==> src/rtl/seq_sm_divide.sv <==
// seq_sm_divide: iterative sign-magnitude restoring divider, one quotient bit per clock.
// Operands and results are N+1 bits: sign in bit N, unsigned magnitude below it.
module seq_sm_divide #(
    parameter int N = 8
) (
    input  logic       clk,
    input  logic       rst,
    input  logic       start,
    input  logic [N:0] x,
    input  logic [N:0] y,
    output logic       busy,
    output logic       done,
    output logic [N:0] res,
    output logic [N:0] rem,
    output logic       dbz
);
    localparam int CW = $clog2(N + 1);
    typedef enum logic {IDLE, CALC} state_t;
    state_t state, state_n;
    logic [N-1:0] q, d, p, q_n, p_n;
    logic [N:0] sh_p, diff;
    logic [CW-1:0] cnt;
    logic xs, ys, dz, acc;
    always_comb begin
        acc = start && !busy;
        sh_p = {p, q[N-1]};
        diff = sh_p - {1'b0, d};
        p_n = diff[N] ? sh_p[N-1:0] : diff[N-1:0];
        q_n = {q[N-2:0], ~diff[N]};
        state_n = (state == IDLE) ? ((acc && |y[N-1:0]) ? CALC : IDLE)
                                  : ((cnt == CW'(1)) ? IDLE : CALC);
    end
    // dz marks a zero-divisor request: it completes one edge after acceptance without CALC
    always_ff @(posedge clk or posedge rst) begin
        if (rst) begin
            state <= IDLE;
            q <= '0;
            d <= '0;
            p <= '0;
            cnt <= '0;
            xs <= 1'b0;
            ys <= 1'b0;
            dz <= 1'b0;
            busy <= 1'b0;
            done <= 1'b0;
            res <= '0;
            rem <= '0;
            dbz <= 1'b0;
        end else begin
            state <= state_n;
            done <= 1'b0;
            if (acc) begin
                q <= x[N-1:0];
                d <= y[N-1:0];
                xs <= x[N];
                ys <= y[N];
                p <= '0;
                cnt <= CW'(N);
                busy <= 1'b1;
                dz <= ~|y[N-1:0];
            end else if (dz) begin
                dz <= 1'b0;
                busy <= 1'b0;
                done <= 1'b1;
                dbz <= 1'b1;
                res <= {1'b0, {N{1'b1}}};
                rem <= {xs & |q, q};
            end else if (state == CALC) begin
                p <= p_n;
                q <= q_n;
                cnt <= cnt - 1'b1;
                if (cnt == CW'(1)) begin
                    busy <= 1'b0;
                    done <= 1'b1;
                    dbz <= 1'b0;
                    res <= {(xs ^ ys) & |q_n, q_n};
                    rem <= {xs & |p_n, p_n};
                end
            end
        end
    end
endmodule

==> config.mk <==
export PLATFORM = sky130hd
export DESIGN_NAME = seq_sm_divide
export DESIGN_NICKNAME = d
export VERILOG_FILES = /design/src/rtl/seq_sm_divide.sv
export SDC_FILE = /design/constraint.sdc
export NUM_CORES = 1
export LEC_CHECK = 0
export CAP_MARGIN = 20
export CORE_AREA = 8 8 82 84
export DETAILED_ROUTE_END_ITERATION = 12
export DIE_AREA = 0 0 90 92
export GPL_TIMING_DRIVEN = 0
export PLACE_DENSITY = 0.85
export SETUP_SLACK_MARGIN = 0.4
export SYNTH_ARGS = -nofsm -noshare
export SYNTH_HDL_FRONTEND = slang
export SYNTH_SLANG_ARGS = --single-unit
==> constraint.sdc <==
create_clock -name clk -period 3.3 [get_ports clk]
set_clock_uncertainty 0.15 [all_clocks]
set_input_delay 0.495 -clock clk [delete_from_list [all_inputs] [get_ports clk]]
set_output_delay 0.495 -clock clk [all_outputs]
set_load 0.01 [all_outputs]
==> deck_impl_summary.md, run 1 <==
Physical Implementation Snapshot

Run status
  – Status: finished, final reports clean

Layout
  – Share of cells above drive strength 1: 0.102
  – Comb. cell area: 1470 um^2
  – Fillcell total: 412
  – P&R area growth vs syn: 25.4%
  – Non-filler cells, final: 436
  – Top Layout Cells: dfrtp_1 (53), nand2_1 (51), clkdlybuf4s50_1 (41), nor2_1 (28)

Critical path
  – CP startpoint: q[7]$_DFFE_PP0P_
  – Worst R2R Path Depth: 12
  – Crit-path cells: inv_2 -> ha_2 -> inv_1 -> fa_2 -> a211oi_4 -> o31ai_4 -> a31oi_4 -> buf_12 -> xnor2_4 -> buf_12 -> mux2i_2 -> a221o_1
  – Critical path type: reg -> reg
  – CP max FO: 8
  – CP top delay family: AND-OR/OR-AND gates
  – Crit-path most repeated cell: buf_12
  – Worst setup SP type: flip-flop
  – Critical Path Sink: rem[0]$_DFFE_PP0P_
  – Critical path depth: 12
  – Req. time, crit path: 3.35 ns
  – WP data arrival: 2.85 ns
  – Reg2reg end: rem[0]$_DFFE_PP0P_

Die
  – Die Width: 90 um
  – Die y size: 92 um
  – FP Core Util: 0.529
  – Placeable Area: 5410 um^2
  – Row Count: 27

Final timing
  – FMAX: 0.358 GHz
  – Final setup margin: 0.508 ns
  – Tcrit/Tclk final: 0.846
  – Fin crit period: 2.79 ns
  – Final count of negative-setup-slack endpoints: 0
  – Final setup TNS: 0 ns

Min path
  – Worst hold path class: in -> async

Global routing
  – Largest net degree at the start of global routing: 35
  – Vias in the first global route: 2505
  – Grt ovf: 0

Power and ir drop
  – Comb pwr share: 0.648
  – P_seq: 1.23 mW
  – Reg power frac: 0.269
  – Reported combinational group power: 2.96 mW
  – Switch share: 0.441
  – Clk. pwr: 0.382 mW
  – Internal power: 2.56 mW
  – Net switching power: 2.01 mW

Synthesis
  – Post-Synth Adder-Cell Area: 0.0507
  – Post-synth top cells: dfrtp_1 (53), nand2_1 (51), nor2_1 (28)
  – Synth warn: 0
  – Synth area leaders: dfrtp_1 (46%), nand2_1 (6.7%), ha_1 (4.4%)
  – Synth Seq Share: 0.463
  – Largest logic family: AND-OR/OR-AND gates
  – Yosys cell count: 309
  – Ao+oa area frac: 0.202
  – Synth top cell by count: dfrtp_1
  – Top cell area share: 0.463
  – Simple-Gate Area Share: 0.175
  – EDFF count, synth: 0

CTS
  – Post-CTS Hold Buffers: 0
  – Max clock buf depth: 2
  – Total CTS buffers: 5
  – CTS sink cnt: 53
  – CTS clock-pin slew for the worst setup and hold paths: 0.11 ns

Route
  – Vias per cell: 5.78
  – Drc violations: 0
  – DRT Pass-1 Iters: 4
  – Final ANT Viol Nets: 0

Run
  – Log Warnings: 27

Place
  – Gp weighted congestion: 0.820
run 1: flip-flops by register name, summed over array words and instances, names as in the netlist:
| signal | count |
|---|---|
| dz | 1 |
| cnt | 4 |
| ys | 1 |
| rem | 9 |
| d | 8 |
| dbz | 1 |
| state | 1 |
| done | 1 |
| xs | 1 |
| res | 9 |
| p | 8 |
| q | 8 |
| busy | 1 |
run 1: repair_timing:
action	in CTS	in global routing
gates resized	5	6
pin swaps	3	2
setup buffers	3	2
setup endpoints to repair	5	18
hold endpoints to repair	0	0
run 1: worst reg2reg max path: stages (launching register included):
cell and delay, ns:
dfrtp_1 0.41, inv_2 0.09, ha_2 0.19, inv_1 0.06, fa_2 0.37, a211oi_4 0.27, o31ai_4 0.14, a31oi_4 0.19
buf_12 0.15, xnor2_4 0.08, buf_12 0.15, mux2i_2 0.16, a221o_1 0.29
run 1: per-stage QoR:
step / cell area, um^2 / power, mW / hold slack, ns
floorplan: 2860 / 3.03 / 0.300
global placement: 3360 / 3.65 / 0.307
detailed placement: 3380 / 3.75 / 0.319
CTS: 3540 / 4.34 / 0.342
global route: 3590 / 4.90 / 0.364
finish: 3590 / 4.57 / 0.334
run 1: layout make-up:
class | instances | area share
plain buffers | 16 | 0.0178
inverters | 14 | 0.0146
well taps | 72 | 0.0251
multi-input cells | 226 | 0.409
repair buffers | 47 | 0.137
flip-flops and latches | 53 | 0.370
clock inverters | 3 | 0.00697
clock buffers | 5 | 0.0192
run 1: per-layer routing:
layer | GRT usage | part of all wire | wire [um]
met1 | 0.214 | 0.44 | 3130
met5 | 0 | 0 | 0
met4 | 0.0569 | 0.019 | 136
met2 | 0.299 | 0.50 | 3570
met3 | 0.0326 | 0.050 | 358
Fig. 1: run 1, met1 routing
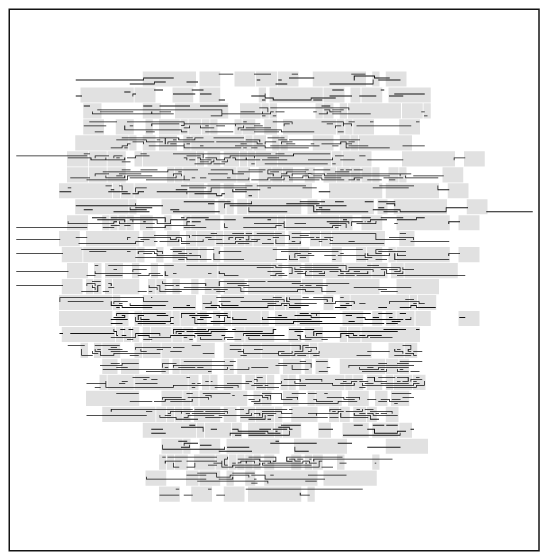
wire length on this layer	3130 um
longest straight run	21.6 um
share of all routed wire	44%
nets with wire on the layer	364
main direction	horizontal
met1 usage: 0.214
Vias: 2520
routed wire length: 7.19 mm

Fig. 2: run 1, the metal 2 layer
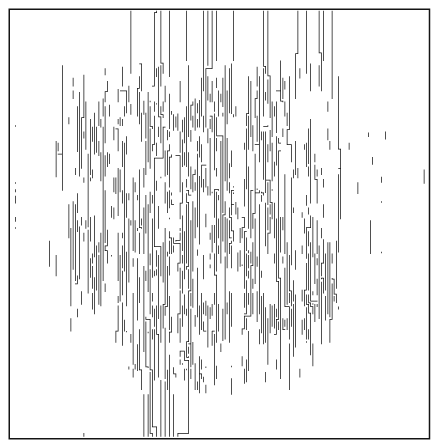
main direction	vertical
share of all routed wire	50%
wire length on this layer	3570 um

Fig. 3: run 1, M4 wires
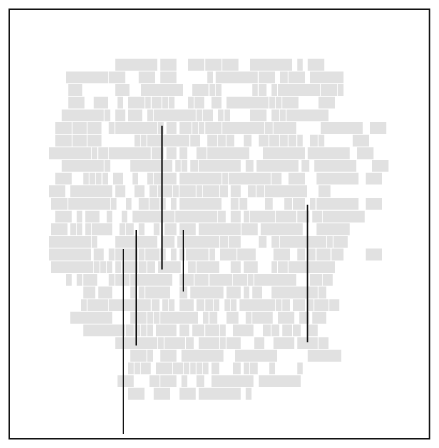
wire length on this layer	137 um
main direction	vertical
longest straight run	39.4 um
nets with wire on the layer	5
share of all routed wire	1.9%

## Run 2: what changed since run 1
- clock period: 3.3 -> 2.6 ns (I/O delays scaled with it)
==> run 2 against run 1 <==
  * The flow now finishes with violations (negative setup slack)
  * Sequential share of layout area decreased by 2.0 points
  * Flip-flop count unchanged
  * Setup slack got worse by 0.70 ns
  * Synthesized cell count unchanged
  * Maximum frequency increased by 0.12%
  * Final cell count increased by 2.1%
  * Worst hold slack got worse by 0.085 ns
  * Total power increased by 42%
  * Routed wire length increased by 5.4%
  * Clock power increased by 26%
==> deck_impl_summary.md, run 2 <==
Physical Implementation Snapshot

Global routing
  – Initial antenna violation count: 0
  – Vias in the first global route: 2597 (+3.7%)
  – Largest net degree at the start of global routing: 33 (-5.7%)
  – Global-route wire length before repair: 12.6 mm
  – GRT Overall Usage: 0.182
  – Grt ovf: 0 (unchanged)

Layout
  – Top cell excl fill/tap: dfrtp_1
  – Largest regs: rem x9, res x9
  – Fillcell total: 402 (-2.4%)
  – Reg area: 1330 um^2
  – Final Net Count: 404
  – Antenna cell count: 0
  – Share of cells above drive strength 1: 0.166 (+0.0646)
  – Comb. cell area: 1600 um^2 (+9.2%)
  – P&R area growth vs syn: 32.4%
  – Top Layout Cells: dfrtp_1 (53), nand2_1 (50), clkdlybuf4s50_1 (41), nor2_1 (28)

Critical path
  – Worst R2R Path Depth: 11 (-1)
  – Crit-path cells: inv_2 -> ha_4 -> inv_2 -> fa_2 -> a211oi_4 -> o31ai_4 -> a31oi_4 -> buf_12 -> xnor2_4 -> mux2i_4 -> o31ai_2
  – Slowest CP cell: dfrtp_1
  – Critical Path Sink: p[2]$_DFFE_PP0P_
  – Worst setup SP type: flip-flop
  – Reg2reg end: p[2]$_DFFE_PP0P_
  – CP startpoint: q[7]$_DFFE_PP0P_
  – Worst path max stage delay: 0.41 ns
  – WP data arrival: 2.82 ns (-0.03 ns)
  – Critical path type: reg -> reg
  – Worst path buffer plus inverter count: 3
  – Critical path depth: 11 (-1)
  – CP max FO: 8 (unchanged)
  – Crit-path most repeated cell: inv_2
  – Critical Path End Type: flip-flop
  – Req. time, crit path: 2.64 ns (-0.71 ns)
  – CP top delay family: AND-OR/OR-AND gates
  – Flop2flop setup slack: -0.19 ns

CTS
  – Post-CTS Hold Buffers: 0 (unchanged)
  – CTS tree: yes
  – Postcts setup bufs: 12 (+9)
  – Max clock buf depth: 2 (unchanged)
  – CTS clock-pin slew for the worst setup and hold paths: 0.10 ns (about the same)
  – Post-CTS Resized: 19 (+14)
  – CTS sink cnt: 53 (unchanged)
  – Clock root buffer: clkbuf_8
  – H-tree lvl count: 2
  – Total CTS buffers: 5 (unchanged)

Final timing
  – Fin crit period: 2.79 ns (-0.00336 ns)
  – Hold slack: 0.250 ns (-0.0846 ns)
  – Tcrit/Tclk final: 1.07 (+0.226)
  – FMAX: 0.359 GHz (+0.12%)
  – Least-Margin Pin Slew: 0.753 ns
  – Final setup margin: -0.189 ns (-0.697 ns)
  – Pins Over Slew Limit: 0
  – Slew margin rel.: 0.493
  – Final Hold Fails: 0
  – Unrepaired setup endpoints after global routing: yes
  – Final count of negative-setup-slack endpoints: 18 (+18)

Synthesis
  – Chip Area, Yosys: 2860 um^2
  – Yosys cell count: 309 (unchanged)
  – EDFF count, synth: 0 (unchanged)
  – Syn avg cell area: 9.26 um^2
  – Synth top cell by count: dfrtp_1
  – Synth Instances: 309
  – Post-synth top cells: dfrtp_1 (53), nand2_1 (51), nor2_1 (28)
  – Top cell area share: 0.463 (unchanged)
  – Syn nets: 341
  – Synth warn: 0 (unchanged)
  – Synth area leaders: dfrtp_1 (46%), nand2_1 (6.7%), ha_1 (4.4%)
  – Post-Syn Area: 2860 um^2
  – Main flop type: dfrtp_1
  – Area leader, netlist: dfrtp_1
  – Synth Seq Share: 0.463 (unchanged)
  – Registers, synthesis: 53

Power and ir drop
  – Clk. pwr: 0.483 mW (+26%)
  – Pwr/cell area: 1720 nW/um^2
  – Reported combinational group power: 4.44 mW (+50%)
  – Reg power frac: 0.243 (-0.026)
  – Leakage Power: 1.64 nW
  – Internal power: 3.62 mW (+42%)
  – Comb pwr share: 0.682 (+0.034)
  – Switch share: 0.443 (+0.00285)
  – Largest Pwr Group: combinational logic
  – Net switching power: 2.88 mW (+43%)
  – VDD IR max: 0.00105 V
  – P_seq: 1.58 mW (+28%)

Place
  – Port bufs: 41
  – Gp weighted congestion: 0.819 (-0.15%)
  – HPWL Detailed: 5.33 mm

Route
  – Wire per inst: 17.0 um
  – DRT Pass-1 Iters: 5 (+1)
  – 1st-iter DRT viols: 243
  – Vias per cell: 5.77 (-0.23%)
  – Final ANT Viol Nets: 0 (unchanged)
  – Drc violations: 0 (unchanged)

Die
  – FP Core Util: 0.529 (unchanged)
  – Row Count: 27 (unchanged)
  – Die Width: 90 um (unchanged)
  – Placeable Area: 5410 um^2 (unchanged)
  – I/O pin count: 42
  – Die area: 8280 um^2
  – Die y size: 92 um (unchanged)

Run
  – Log Warnings: 30 (+11%)
  – Max Cap Viol: 0

Min path
  – Worst hold path class: in -> async

Run status
  – Failing checks: negative setup slack
  – Status: finished, violations left
run 2: cell types whose count changed in the layout (fill, tap and decap cells not counted), moves of 2 or more:
| cell | previous run | this run |
|---|---|---|
| a21oi_2 | 0 | 3 |
| buf_6 | 0 | 3 |
| o21ai_0 | 21 | 18 |
| mux2i_2 | 2 | 4 |
| mux2i_1 | 4 | 0 |
| o21ai_1 | 2 | 4 |
| ha_4 | 0 | 2 |
| a21oi_1 | 21 | 18 |
| mux2i_4 | 0 | 2 |
| buf_4 | 3 | 10 |
run 2: through the flow:
| step | util | power (mW) | area (um^2) | std cells | TNS, ns |
|---|---|---|---|---|---|
| finish | 0.701 | 6.50 | 3790 | 445 | -2.45 |
| global route | 0.701 | 6.96 | 3790 | 445 | -4.20 |
| CTS | 0.685 | 6.10 | 3700 | 443 | -0.894 |
| global placement | 0.629 | 4.75 | 3400 | 422 | -14.39 |
| floorplan | - | 3.95 | 2900 | 309 | -0.0395 |
| detailed placement | 0.633 | 4.88 | 3420 | 423 | -3.16 |
run 2: cells by family after synthesis:
family	synth area share
DFF	0.463
buffers and inverters	0.0407
adders and majority gates	0.0507
and+or+nand+nor	0.175
muxes	0.0302
xor gates and xnor gates	0.0372
AOI/OAI and AO/OA	0.202
run 2: cell type report:
class | instances | share of cell area
multi-input combinational | 226 | 0.423
clock buffer | 5 | 0.0182
buffer | 16 | 0.0168
sequential | 53 | 0.350
timing repair buffer | 56 | 0.148
clock inverter | 3 | 0.00660
tap | 72 | 0.0238
inverter | 14 | 0.0139
run 2: layer usage:
| metal | global-route usage | part of all wire |
|---|---|---|
| met4 | 0.0680 | 0.027 |
| met2 | 0.315 | 0.50 |
| met5 | 0 | 0 |
| met3 | 0.0342 | 0.056 |
| met1 | 0.222 | 0.42 |
Fig. 4: run 2, the metal 2 layer
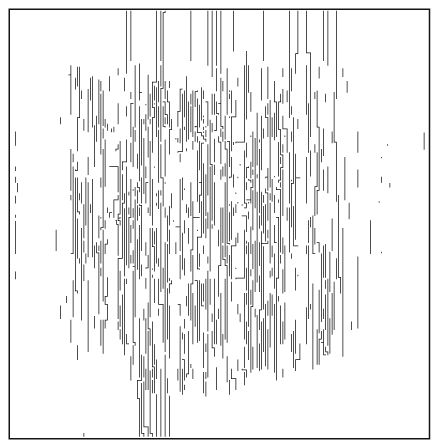
nets with wire on the layer	352
main direction	vertical
longest straight run	27.5 um
share of all routed wire	50%
routed wire length: 7.58 mm
Vias: 2566
grt met2 use: 0.315

Power and IR drop assume default switching activity.
